### src/rtl/uart_sched_pkg.sv
// Shared types and ASCII constants for the UART
// result scheduler.
package uart_sched_pkg;

  typedef enum logic [2:0] {
    IDLE,
    SEND_ID,
    SEND_COLON,
    SEND_BITS,
    SEND_CR,
    SEND_LF
  } state_e;

  localparam logic [7:0] CHAR_ZERO  = 8'h30;
  localparam logic [7:0] CHAR_ONE   = 8'h31;
  localparam logic [7:0] CHAR_COLON = 8'h3A;
  localparam logic [7:0] CHAR_CR    = 8'h0D;
  localparam logic [7:0] CHAR_LF    = 8'h0A;

  function automatic logic [7:0] hex_digit(
    input logic [3:0] d
  );
    if (d < 4'd10) begin
      return 8'h30 + {4'h0, d};
    end
    return 8'h37 + {4'h0, d};
  endfunction

endpackage

### src/rtl/uart_tx_scheduler_rr_arbiter.sv
// Round-robin arbiter: the search starts at ptr
// and wraps from N-1 back to 0.
module rr_arbiter #(
  parameter int N  = 4,
  parameter int IW = (N > 1) ? $clog2(N) : 1
) (
  input  logic [N-1:0]  req,
  input  logic [IW-1:0] ptr,
  output logic [N-1:0]  gnt,
  output logic [IW-1:0] gnt_idx,
  output logic          any
);

  logic [IW-1:0] j;

  always_comb begin
    gnt     = '0;
    gnt_idx = '0;
    any     = 1'b0;
    j       = ptr;
    for (int i = 0; i < N; i++) begin
      if (!any && req[j]) begin
        any     = 1'b1;
        gnt[j]  = 1'b1;
        gnt_idx = j;
      end
      j = (j == IW'(N - 1)) ? '0 : j + IW'(1);
    end
  end

endmodule

### src/rtl/uart_tx_scheduler.sv
// Round-robin serializer of N result words into
// ASCII text lines for a shared uart_tx6 FIFO.
module uart_tx_scheduler
  import uart_sched_pkg::*;
#(
  parameter int N = 4,
  parameter int M = 8
) (
  input  logic           clk,
  input  logic           reset,
  input  logic [N-1:0]   req,
  input  logic [N*M-1:0] data_in,
  output logic [N-1:0]   ack,
  output logic           busy,
  output logic [7:0]     uart_data_out,
  output logic           uart_buffer_write,
  input  logic           uart_buffer_full
);

  localparam int IW = (N > 1) ? $clog2(N) : 1;
  localparam int CW = (M > 1) ? $clog2(M) : 1;

  state_e        state_q, state_d;
  logic [IW-1:0] ptr_q, ptr_d;
  logic [M-1:0]  shift_q;
  logic [CW-1:0] cnt_q;
  logic [3:0]    ch_q;
  logic [N-1:0]  ack_q;
  logic          busy_q;
  logic          wr_q;
  logic [7:0]    dout_q, char_d;

  logic [N-1:0]  gnt;
  logic [IW-1:0] gidx;
  logic          any;
  logic [M-1:0]  sel_word;
  logic          emit;
  logic          lf_done;

  rr_arbiter #(.N(N), .IW(IW)) u_arb (
    .req     (req),
    .ptr     (ptr_q),
    .gnt     (gnt),
    .gnt_idx (gidx),
    .any     (any)
  );

  always_comb begin
    sel_word = '0;
    for (int k = 0; k < N; k++) begin
      if (gnt[k]) sel_word = data_in[k*M +: M];
    end
  end

  assign ptr_d = (gidx == IW'(N - 1)) ? '0 : gidx + IW'(1);

  // Skipping the cycle after a write covers the
  // one-cycle lag of buffer_full.
  assign emit    = !uart_buffer_full && !wr_q;
  assign lf_done = wr_q && (dout_q == CHAR_LF);

  always_comb begin
    char_d  = dout_q;
    state_d = state_q;
    unique case (state_q)
      SEND_ID: begin
        char_d  = hex_digit(ch_q);
        state_d = SEND_COLON;
      end
      SEND_COLON: begin
        char_d  = CHAR_COLON;
        state_d = SEND_BITS;
      end
      SEND_BITS: begin
        char_d  = shift_q[cnt_q] ? CHAR_ONE : CHAR_ZERO;
        state_d = (cnt_q == '0) ? SEND_CR : SEND_BITS;
      end
      SEND_CR: begin
        char_d  = CHAR_CR;
        state_d = SEND_LF;
      end
      SEND_LF: begin
        char_d  = CHAR_LF;
        state_d = SEND_LF;
      end
      default: begin
        char_d  = dout_q;
        state_d = state_q;
      end
    endcase
  end

  always_ff @(posedge clk) begin
    if (reset) begin
      state_q <= IDLE;
      ptr_q   <= '0;
      shift_q <= '0;
      cnt_q   <= '0;
      ch_q    <= '0;
      ack_q   <= '0;
      busy_q  <= 1'b0;
      wr_q    <= 1'b0;
      dout_q  <= 8'h00;
    end else begin
      ack_q <= '0;
      unique case (state_q)
        IDLE: begin
          wr_q <= 1'b0;
          if (any) begin
            shift_q <= sel_word;
            ack_q   <= gnt;
            ptr_q   <= ptr_d;
            ch_q    <= 4'(gidx);
            cnt_q   <= CW'(M - 1);
            busy_q  <= 1'b1;
            state_q <= SEND_ID;
          end
        end
        default: begin
          if (emit) begin
            wr_q    <= 1'b1;
            dout_q  <= char_d;
            state_q <= state_d;
            if (state_q == SEND_BITS && cnt_q != '0) begin
              cnt_q <= cnt_q - CW'(1);
            end
          end else begin
            wr_q <= 1'b0;
            // Leave only once the LF strobe is out.
            if (state_q == SEND_LF && lf_done) begin
              state_q <= IDLE;
              busy_q  <= 1'b0;
            end
          end
        end
      endcase
    end
  end

  assign ack               = ack_q;
  assign busy              = busy_q;
  assign uart_data_out     = dout_q;
  assign uart_buffer_write = wr_q;

endmodule

### config.mk
export PLATFORM = sky130hd
export DESIGN_NAME = uart_tx_scheduler
export DESIGN_NICKNAME = d
export VERILOG_FILES = /design/src/rtl/uart_sched_pkg.sv /design/src/rtl/uart_tx_scheduler_rr_arbiter.sv /design/src/rtl/uart_tx_scheduler.sv
export SDC_FILE = /design/constraint.sdc
export NUM_CORES = 1
export LEC_CHECK = 0
export ABC_AREA = 1
export CORE_MARGIN = 1
export CORE_UTILIZATION = 53
export CTS_CLUSTER_DIAMETER = 50
export DETAILED_ROUTE_END_ITERATION = 10
export GPL_TIMING_DRIVEN = 0
export PLACE_DENSITY = 0.9
export SETUP_SLACK_MARGIN = 0.4
export SYNTH_ARGS = -nofsm -noshare
export SYNTH_HDL_FRONTEND = slang
export SYNTH_SLANG_ARGS = --single-unit
### constraint.sdc
create_clock -name clk -period 7.2 [get_ports clk]
set_clock_uncertainty 0.1 [all_clocks]
set_input_delay 1.44 -clock clk [delete_from_list [all_inputs] [get_ports clk]]
set_output_delay 1.44 -clock clk [all_outputs]
set_load 0.05 [all_outputs]
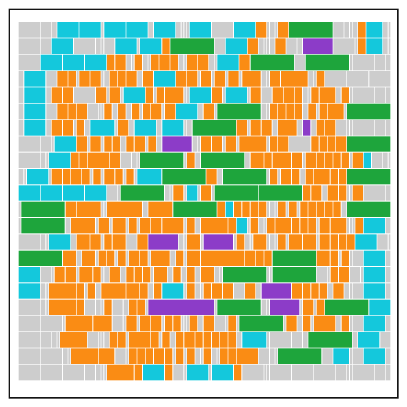
Fig. 1. Cell classes on the final placement (run 1).
(6 px per um) Fill, decap, tap and diode cells in gray.
| class | color | cells | share of their area |
|---|---|---|---|
| clock drivers and dummy loads | purple | 8 | 4.3% |
| combinational and other logic | orange | 279 | 53% |
| remaining buffers and delay cells | cyan | 59 | 21% |
| sequential cells | green | 29 | 22% |
row count: 22
design area: 2740 um2

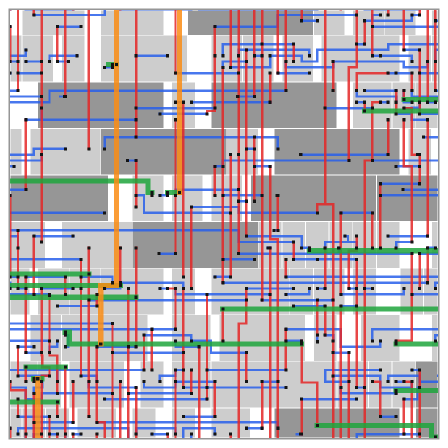
Fig. 2. Layout detail (run 1).
Region (20, 20) to (45, 45) um. Cells in gray, sequential cells in the stronger gray; small squares are vias.
| layer | color |
|---|---|
| metal 2 | red |
| metal 1 | blue |
| metal 3 | green |
| metal 4 | orange |
netlist names of flops here include: shift_q (4), ch_q (2)
cells with their middle in the window: 72
sequential cells in the window: 9
most frequent: nand2_1 (15), o21ai_0 (10), dfxtp_1 (9)

==> Slide: Implementation Results, run 1 <==
Physical Implementation Snapshot

Placement
  • Setup WS pre-CTS: 3.54 ns
  • Cell total after placement: 415
  • DP HPWL: 4080 um
  • Port-buffer cells: 49

Min path
  • Hold Path Class: flip-flop to flip-flop

Global route
  • Largest net degree at the start of global routing: 11
  • Vias in the first global route: 2113

Pwr
  • Comb power frac: 0.660
  • Total power: 1.28 mW
  • Internal power: 0.615 mW
  • Pwr dens: 466 nW/um2
  • Psw: 0.664 mW
  • Static leakage: 1.25 nW
  • Sequential share of power: 0.202

Synthesis
  • Yosys cell types: 32
  • Sequential share of the synthesized area: 0.280
  • Most area-hungry cell type in the Yosys netlist: dfxtp_1
  • Synth Warn #: 0
  • Synth Instances: 317
  • Top-area cell share: 0.280
  • Syn avg cell area: 6.53 um2

Status
  • Status: complete, no violations

Die
  • Core ar.: 3720 um2
  • FP Core Util: 0.557
  • Die X: 64.5 um

Clocking
  • CTS root buffer: clkbuf_8
  • TritonCTS clock tree: done
  • H-tree Lvls: 2
  • # resized after CTS: 0
  • Clock latency on the worst-skew pair: 0.29 ns
  • TritonCTS Buffers: 5
  • Cts hold-fix bufs: 0
  • Clock Tree Buf Depth: 2

Setup path
  • Crit end category: flip-flop
  • CP Launch Type: input pin
  • Data required time at the worst endpoint: 7.27 ns

Cells and area
  • Nets: 422
  • Area occupied by multi-input gates: 1270 um2
  • Area Growth Syn to Fin: 32.4%
  • Share of layout cells above drive strength 1: 0.101
  • Flop area: 581 um2
  • ANT cells: 0
  • Top Layout Cells: nand2_1, clkdlybuf4s50_1, a21oi_1, inv_1, dfxtp_1

Routing
  • Routed wire per std cell: 13.1 um
  • Vias per cell: 5.48
  • Post-route DRC: 0
  • DRT antenna net count: 0

Final timing
  • Fmax: 290 MHz
  • Period utilisation layout: 0.478

Run
  • Log Warnings: 32
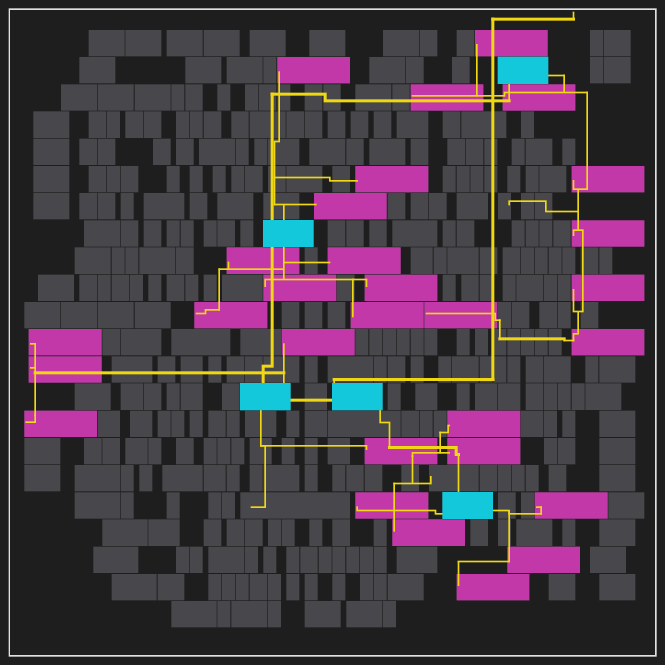
Fig. 3. Clock network drawn from the DEF (run 1).
(10 px per um)
[clock wires] yellow | length: 432 um
[clock drivers] cyan | count: 5
[flip-flops] magenta | count: 29
flops lie: all over the die

[run 1: power groups by stage]
stage	clock network (mW)	logic, mW	registers [mW]
after floorplan	0	0.570	0.309
after global routing	0.187	0.933	0.265
final	0.177	0.844	0.258
after detailed placement	0	0.816	0.260
after global placement	0	0.790	0.259
after CTS	0.178	0.830	0.257
[run 1: worst paths after layout]
path	from	to	slack [ns]	depth (start not counted)
max	req[2]	ptr_q[1]	3.76	13
min	uart_data_out[2]	uart_data_out[2]	0.38	2
max reg2reg	ptr_q[0]	ptr_q[1]	4.27	11
min reg2reg	uart_data_out[2]	uart_data_out[2]	0.38	2
[run 1: routing by layer]
metal / up-vias / track usage / share of wire
met1: 1030 / 0.337 / 0.44
met2: 119 / 0.488 / 0.48
met3: 9 / 0.0669 / 0.069
met5: - / 0 / 0
met4: 0 / 0.117 / 0.018
li1: 1160 / - / -
[run 1: synth_stat cells (all sizes together)]
master,number
nor3,2
ha,9
o21ai,26
a21boi,1
dfxtp,29
o31ai,1
conb,1
a32o,1
o211ai,3
a31oi,3
nor2,30
buf,8
a21oi,44
nand3b,1
nand4,5
clkbuf,2
nand2,81
o221ai,3
nor4,1
inv,41
nand3,25
[run 1: final cells by class]
cell class              instances  area share
multi-input cells             238       0.462
flip-flops and latches         29       0.212
repair buffers                 49       0.179
inverters                      41      0.0561
plain buffers                  10      0.0269
clock inverters                 1      0.0110
well taps                      48      0.0219
clock buffers                   7      0.0315
[run 1: registers in the layout, indices dropped and copies added (netlist names), 2 cells and up]
signal,flops
shift_q,8
uart_data_out,5
ack,4
cnt_q,3
state_q,3
ch_q,2
ptr_q,2
[run 1: cells by family after synthesis]
group	share of synthesized area
fa+ha+maj	0.0544
buf+inv	0.110
compound gates	0.225
other cells	0.00181
simple gates	0.329
flops	0.280
[run 1: metrics by stage]
stage,area [um2],hold WS [ns],util
floorplan,2070,0.375,-
global placement,2630,0.368,0.706
detailed placement,2630,0.379,0.706
CTS,2740,0.391,0.738
global route,2740,0.404,0.738
finish,2740,0.382,0.738
[run 1: critical path, stage by stage]
cell	delay, ns
clkdlybuf4s50_1	0.44
inv_1	0.08
nand2_1	0.08
nand3_2	0.13
nand2_4	0.10
nor2_2	0.24
nand2_1	0.10
nand3_1	0.09
o21ai_0	0.07
o21ai_0	0.15
ha_1	0.30
o21ai_0	0.22
a21oi_1	0.06
Fig. 4: run 1, local utilization
(4 px per um) 6 x 6 tiles, from black (low) to pale yellow (high), 0 to 100% covered.
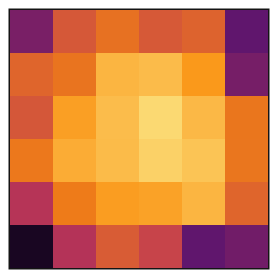

## Run 2: what changed since run 1
Settings changed: CORE_UTILIZATION 53 to 49, PLACE_DENSITY 0.9 to 0.84.
Clock period 7.2 ns to 3.4 ns, I/O delays scaled along.
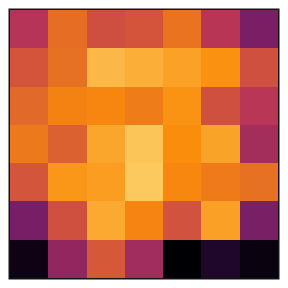
Fig. 5. Local utilization (run 2).
(4 px per um) 7 x 7 tiles, from black (low) to pale yellow (high), 0 to 100% covered.
fullest tile: 88%
mean over tiles: 60%
tiles over 75% full: 29%
emptiest ninth of the die: bottom right
densest ninth of the die: middle
FP Core Util: 0.514
Core ar.: 4030 um2

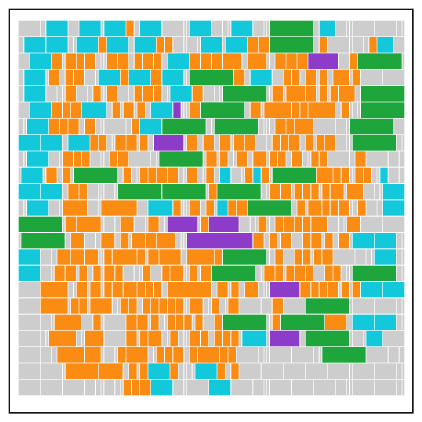
Fig. 6. Cell classes on the final placement (run 2).
(6 px per um) Fill, decap, tap and diode cells in gray.
| class | color | cells | share of their area |
|---|---|---|---|
| remaining buffers and delay cells | cyan | 59 | 21% |
| sequential cells | green | 29 | 22% |
| clock drivers and dummy loads | purple | 8 | 4.3% |
| combinational and other logic | orange | 279 | 53% |
sequential cell area share: 0.211
design area: 2750 um2
Util after Layout: 0.682
row count: 23

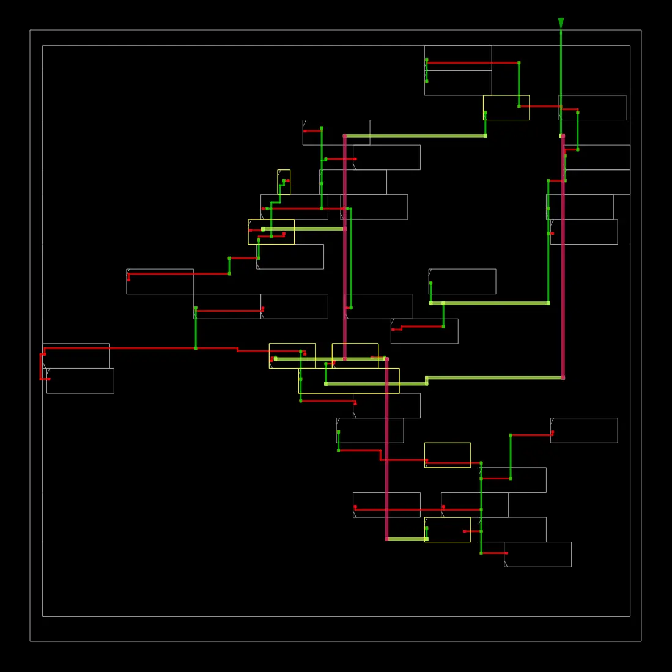
Fig. 7. The clock network (run 2).
clock sinks: 29
clock buf count: 7
FF+latch count: 29
TritonCTS Buffers: 5
clock latency on the worst-skew pair: 0.28 ns

==> run 2 against run 1 <==
  * Flip-flop count unchanged
  * First-iteration DRC count is 17% higher
  * Critical path type is now flip-flop to flip-flop
  * Cell area increased by 0.18%
  * Combinational power rose by 110%
  * Hold slack got worse by 0.0096 ns
  * Clock-buffer cell count unchanged
  * Setup slack worse by 3.1 ns
  * Non-clock buffer count unchanged
  * Largest cell class unchanged
==> Slide: Implementation Results, run 2 <==
Physical Implementation Snapshot

Cells and area
  • Max reg flops: 8 (unchanged)
  • Area occupied by multi-input gates: 1270 um2 (+0.20%)
  • Flop area: 581 um2 (unchanged)
  • Share of layout cells above drive strength 1: 0.104 (+0.00267)

Status
  • Status: complete, no violations

Synthesis
  • Top_reg_cell synth: dfxtp_1
  • Most area-hungry cell type in the Yosys netlist: dfxtp_1
  • Top-area cell share: 0.280 (unchanged)
  • Post-synth ARST share: 0 (unchanged)

Setup path
  • Crit end category: flip-flop
  • Reg2reg start: ptr_q[0]
  • Max stage delay cell, worst path: dfxtp_1
  • Crit. path cell count: 11 (-2)
  • Data required time at the worst endpoint: 3.47 ns (-3.80 ns)
  • CP top delay family: adder cells

Global route
  • Vias in the first global route: 1986 (-6.0%)

Pwr
  • Internal power: 1.30 mW (+110%)
  • Total power: 2.68 mW (+110%)

Run
  • Log Warnings: 32 (unchanged)

Clocking
  • Cts hold-fix bufs: 0 (unchanged)
  • Clock Tree Buf Depth: 2 (unchanged)

Routing
  • DRT antenna net count: 0 (unchanged)
## run 2: cell counts in the layout (fill, tap and decap cells not counted)
Identical to the previous run, type by type.
## run 2: worst max-delay path by stage
stage / to / start / slack, ns
finish: ptr_q[1] / ptr_q[0] / 0.65
global route: ptr_q[1] / ptr_q[0] / 0.43
detailed placement: ptr_q[1] / req[2] / 0.53
CTS: ptr_q[1] / ptr_q[0] / 0.52
global placement: ptr_q[1] / req[2] / 0.57
floorplan: ptr_q[1] / ptr_q[0] / 1.04
## run 2: per-stage QoR
step | utilization | instances
global placement | 0.652 | 417
CTS | 0.681 | 425
floorplan | - | 318
finish | 0.682 | 425
global route | 0.682 | 425
detailed placement | 0.652 | 417
## run 2: kinds of logic after synthesis
group	after synthesis	synth area share
other	1	0.00181
buffers and inverters	51	0.110
adder cells (fa/ha/maj)	9	0.0544
flip-flops	29	0.280
AND/OR/NAND/NOR	145	0.329
AND-OR/OR-AND	82	0.225
## run 2: power groups by stage
| stage | Combinational (mW) | Clock (mW) | Sequential [mW] |
|---|---|---|---|
| finish | 1.76 | 0.371 | 0.546 |
| global placement | 1.69 | 0 | 0.550 |
| global route | 1.95 | 0.394 | 0.562 |
| detailed placement | 1.71 | 0 | 0.550 |
| CTS | 1.74 | 0.375 | 0.545 |
| floorplan | 1.21 | 0 | 0.654 |
## run 2: cell type report
cell class / count / area share
multi-input cells: 238 / 0.462
flip-flops and latches: 29 / 0.211
repair buffers: 49 / 0.179
inverters: 41 / 0.0560
clock buffers: 7 / 0.0314
plain buffers: 10 / 0.0269
well taps: 50 / 0.0228
clock inverters: 1 / 0.0109
## run 2: metal layers
layer / vias to the layer above / wire length, um / GRT usage
li1: 1163 / - / -
met1: 1018 / 2440 / 0.306
met2: 63 / 2500 / 0.421
met3: 11 / 232 / 0.0651
met4: 0 / 99 / 0.114
met5: - / 0 / 0
## run 2: what timing repair did
item	CTS	global route
endpoints found under the setup margin	0	2
resized	0	2
hold endpoints to repair	0	0
## run 2: tightest hold or removal path: cells and delay by family (launching register included)
kind               cells  cell delay [ns]
AOI/OAI and AO/OA      1             0.06
DFF                    1             0.31
and+or+nand+nor        1             0.06
Fig. 8: run 2, clock network drawn from the DEF
(8 px per um)
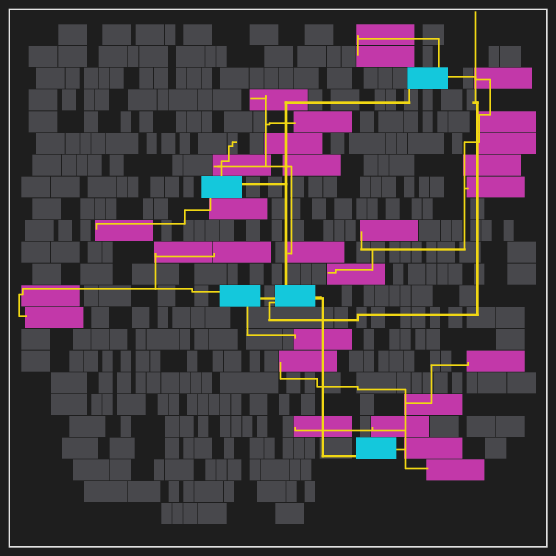

## Run 3: what changed since run 2
Settings changed: CORE_UTILIZATION 49 to 44, PLACE_DENSITY 0.84 to 0.8.
Clock period 3.4 ns to 2.3 ns, I/O delays scaled along.
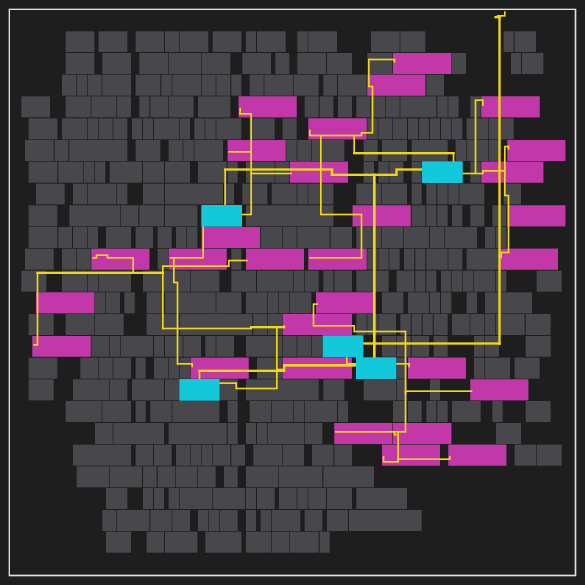
Fig. 9. Clock network drawn from the DEF (run 3).
(8 px per um)
[clock drivers] cyan | count: 5
[clock wires] yellow | length: 457 um
[flip-flops] magenta | count: 29
routed clock nets: 6

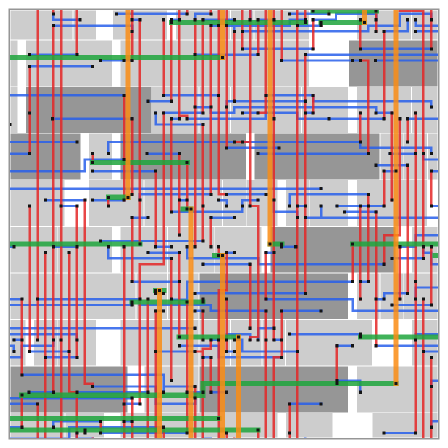
Fig. 10. Layout detail (run 3).
Region (23, 23) to (48, 48) um. Cells in gray, sequential cells in the stronger gray; small squares are vias.
| layer | color |
|---|---|
| metal 1 | blue |
| metal 2 | red |
| metal 4 | orange |
| metal 3 | green |
cells with their middle in the window: 62
sequential cells in the window: 9
most frequent: dfxtp_1 (7), nor2_1 (6), buf_4 (6)
netlist names of flops here include: shift_q (3), ch_q (2), ptr_q (2)

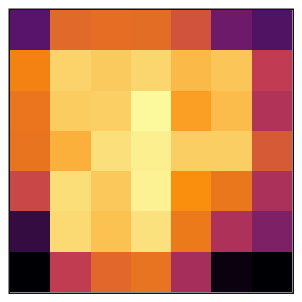
Fig. 11. Local utilization (run 3).
(4 px per um) 7 x 7 tiles, from black (low) to pale yellow (high), 0 to 100% covered.
fullest tile: 99%
densest ninth of the die: middle
emptiest ninth of the die: bottom right
tiles over 75% full: 45%
mean over tiles: 66%
nearly empty tiles: 4.1%

==> run 3 against run 2 <==
  * The flow now finishes with violations (DRC)
  * Clock-buffer cell count is 1 lower
  * Critical path type unchanged
  * Total power up 100%
  * Hold slack better by 0.0077 ns
==> Slide: Implementation Results, run 3 <==
Physical Implementation Snapshot

Status
  • Status: complete, but fails checks
  • Failing checks: DRC

Final timing
  • Final tally of hold violations: 0
  • Setup ws final: 0.00954 ns
  • Fmax: 437 MHz

Synthesis
  • Synth Area in Adders: 0.0544 (unchanged)
  • Synth Instances: 317
  • Yosys Instances: 317
  • Mux share: 0 (unchanged)
  • Synth Area in XOR/XNOR: 0 (unchanged)
  • Yosys simple share: 0.329 (unchanged)
  • Sequential share of the synthesized area: 0.280
  • Post-synth ARST share: 0 (unchanged)
  • Top-area cell share: 0.280 (unchanged)
  • Yosys Chip Area: 2070 um2
  • Top_reg_cell synth: dfxtp_1
  • Syn avg cell area: 6.53 um2
  • Most area-hungry cell type in the Yosys netlist: dfxtp_1
  • And-or/or-and share of the synthesized area: 0.225 (unchanged)
  • Logic family by area: simple AND/OR/NAND/NOR gates

Clocking
  • Clock sinks: 29 (unchanged)
  • TritonCTS Buffers: 5 (unchanged)
  • Clock Tree Buf Depth: 2 (unchanged)
  • Cts hold-fix bufs: 0 (unchanged)
  • Clock latency on the worst-skew pair: 0.29 ns (about the same)

Placement
  • Port-buffer cells: 49

Cells and area
  • Area Growth Syn to Fin: 61.4%
  • Share of layout cells above drive strength 1: 0.328 (+0.224)
  • Util after Layout: 0.752 (+0.0703)
  • Design area: 3340 um2 (+22%)
  • Max reg flops: 8 (unchanged)

Setup path
  • Crit end category: flip-flop
  • Max stage delay cell, worst path: dfxtp_4
  • Data required time at the worst endpoint: 2.37 ns (-1.10 ns)
  • CP top delay family: simple AND/OR/NAND/NOR gates

Run
  • Log Warnings: 35 (+9.4%)
  • Max-cap violation count: 0

Die
  • Row count: 24 (+4.3%)
  • FP Core Util: 0.466 (-0.0480)
  • Core ar.: 4440 um2 (+10%)

Global route
  • Vias in the first global route: 2441 (+23%)
  • Largest net degree at the start of global routing: 11

Routing
  • DRT antenna net count: 0 (unchanged)
  • Initial drt markers: 191
  • Post-route DRC: 6
==> run 3: what timing repair did <==
action                                  in CTS  in global routing
endpoints found under the setup margin      35                 27
setup buffers                               19                  2
pin swaps                                   28                 28
gates cloned                                 3                  1
gates resized                               66                 42
==> run 3: layer usage <==
layer  part of all wire  global-route usage  up-vias
met5                  0                   0        -
met4              0.039               0.138        0
met3              0.083              0.0598       28
met2               0.48               0.468      167
met1               0.40               0.318     1185
li1                   -                   -     1215
==> run 3: cells by family after synthesis <==
family          Yosys count
buf+inv                  51
flops                    29
fa+ha+maj                 9
simple gates            145
compound gates           82
other cells               1
==> run 3: worst paths after layout <==
kind	endpoint	depth (start not counted)	slack [ns]	from
worst max register to register	shift_q[1]	11	0.01	ptr_q[0]
worst min-delay path	uart_data_out[2]	2	0.38	uart_data_out[2]
worst min register to register	uart_data_out[2]	2	0.38	uart_data_out[2]
worst max-delay path	shift_q[1]	11	0.01	ptr_q[0]
==> run 3: area by class of cell <==
class,instances,area [um2],area share
Timing Repair inverter,1,5.00,0.00150
Clock buffer,6,93.8,0.0281
Tap cell,52,65.1,0.0195
Multi-Input combinational cell,239,1610,0.481
Buffer,10,86.3,0.0258
Inverter,41,171,0.0513
Timing Repair Buffer,72,689,0.206
Sequential cell,29,589,0.176
Clock inverter,2,35.0,0.0105
==> run 3: stage by stage <==
stage | hold WS (ns) | TNS [ns] | total power [mW] | instances
finish | 0.380 | 0 | 5.47 | 452
global route | 0.414 | -0.227 | 5.80 | 452
CTS | 0.382 | 0 | 4.88 | 449
detailed placement | 0.374 | -4.27 | 3.57 | 419
global placement | 0.371 | -3.39 | 3.50 | 419
floorplan | 0.375 | 0 | 2.94 | 318
==> run 3: power by group <==
| part | leakage, nW | switching, mW | internal [mW] |
|---|---|---|---|
| Sequential | 0.241 | 0.153 | 0.686 |
| Combinational | 1.21 | 2.42 | 1.60 |
| Clock | 0.0663 | 0.220 | 0.387 |
==> run 3: tightest hold or removal path, cell delays in order, from the launching register on <==
cell and delay [ns]:
dfxtp_1 0.32, nand2_1 0.06, a21oi_1 0.05
Power figures rest on the tool's default switching activity, not on a simulated workload.
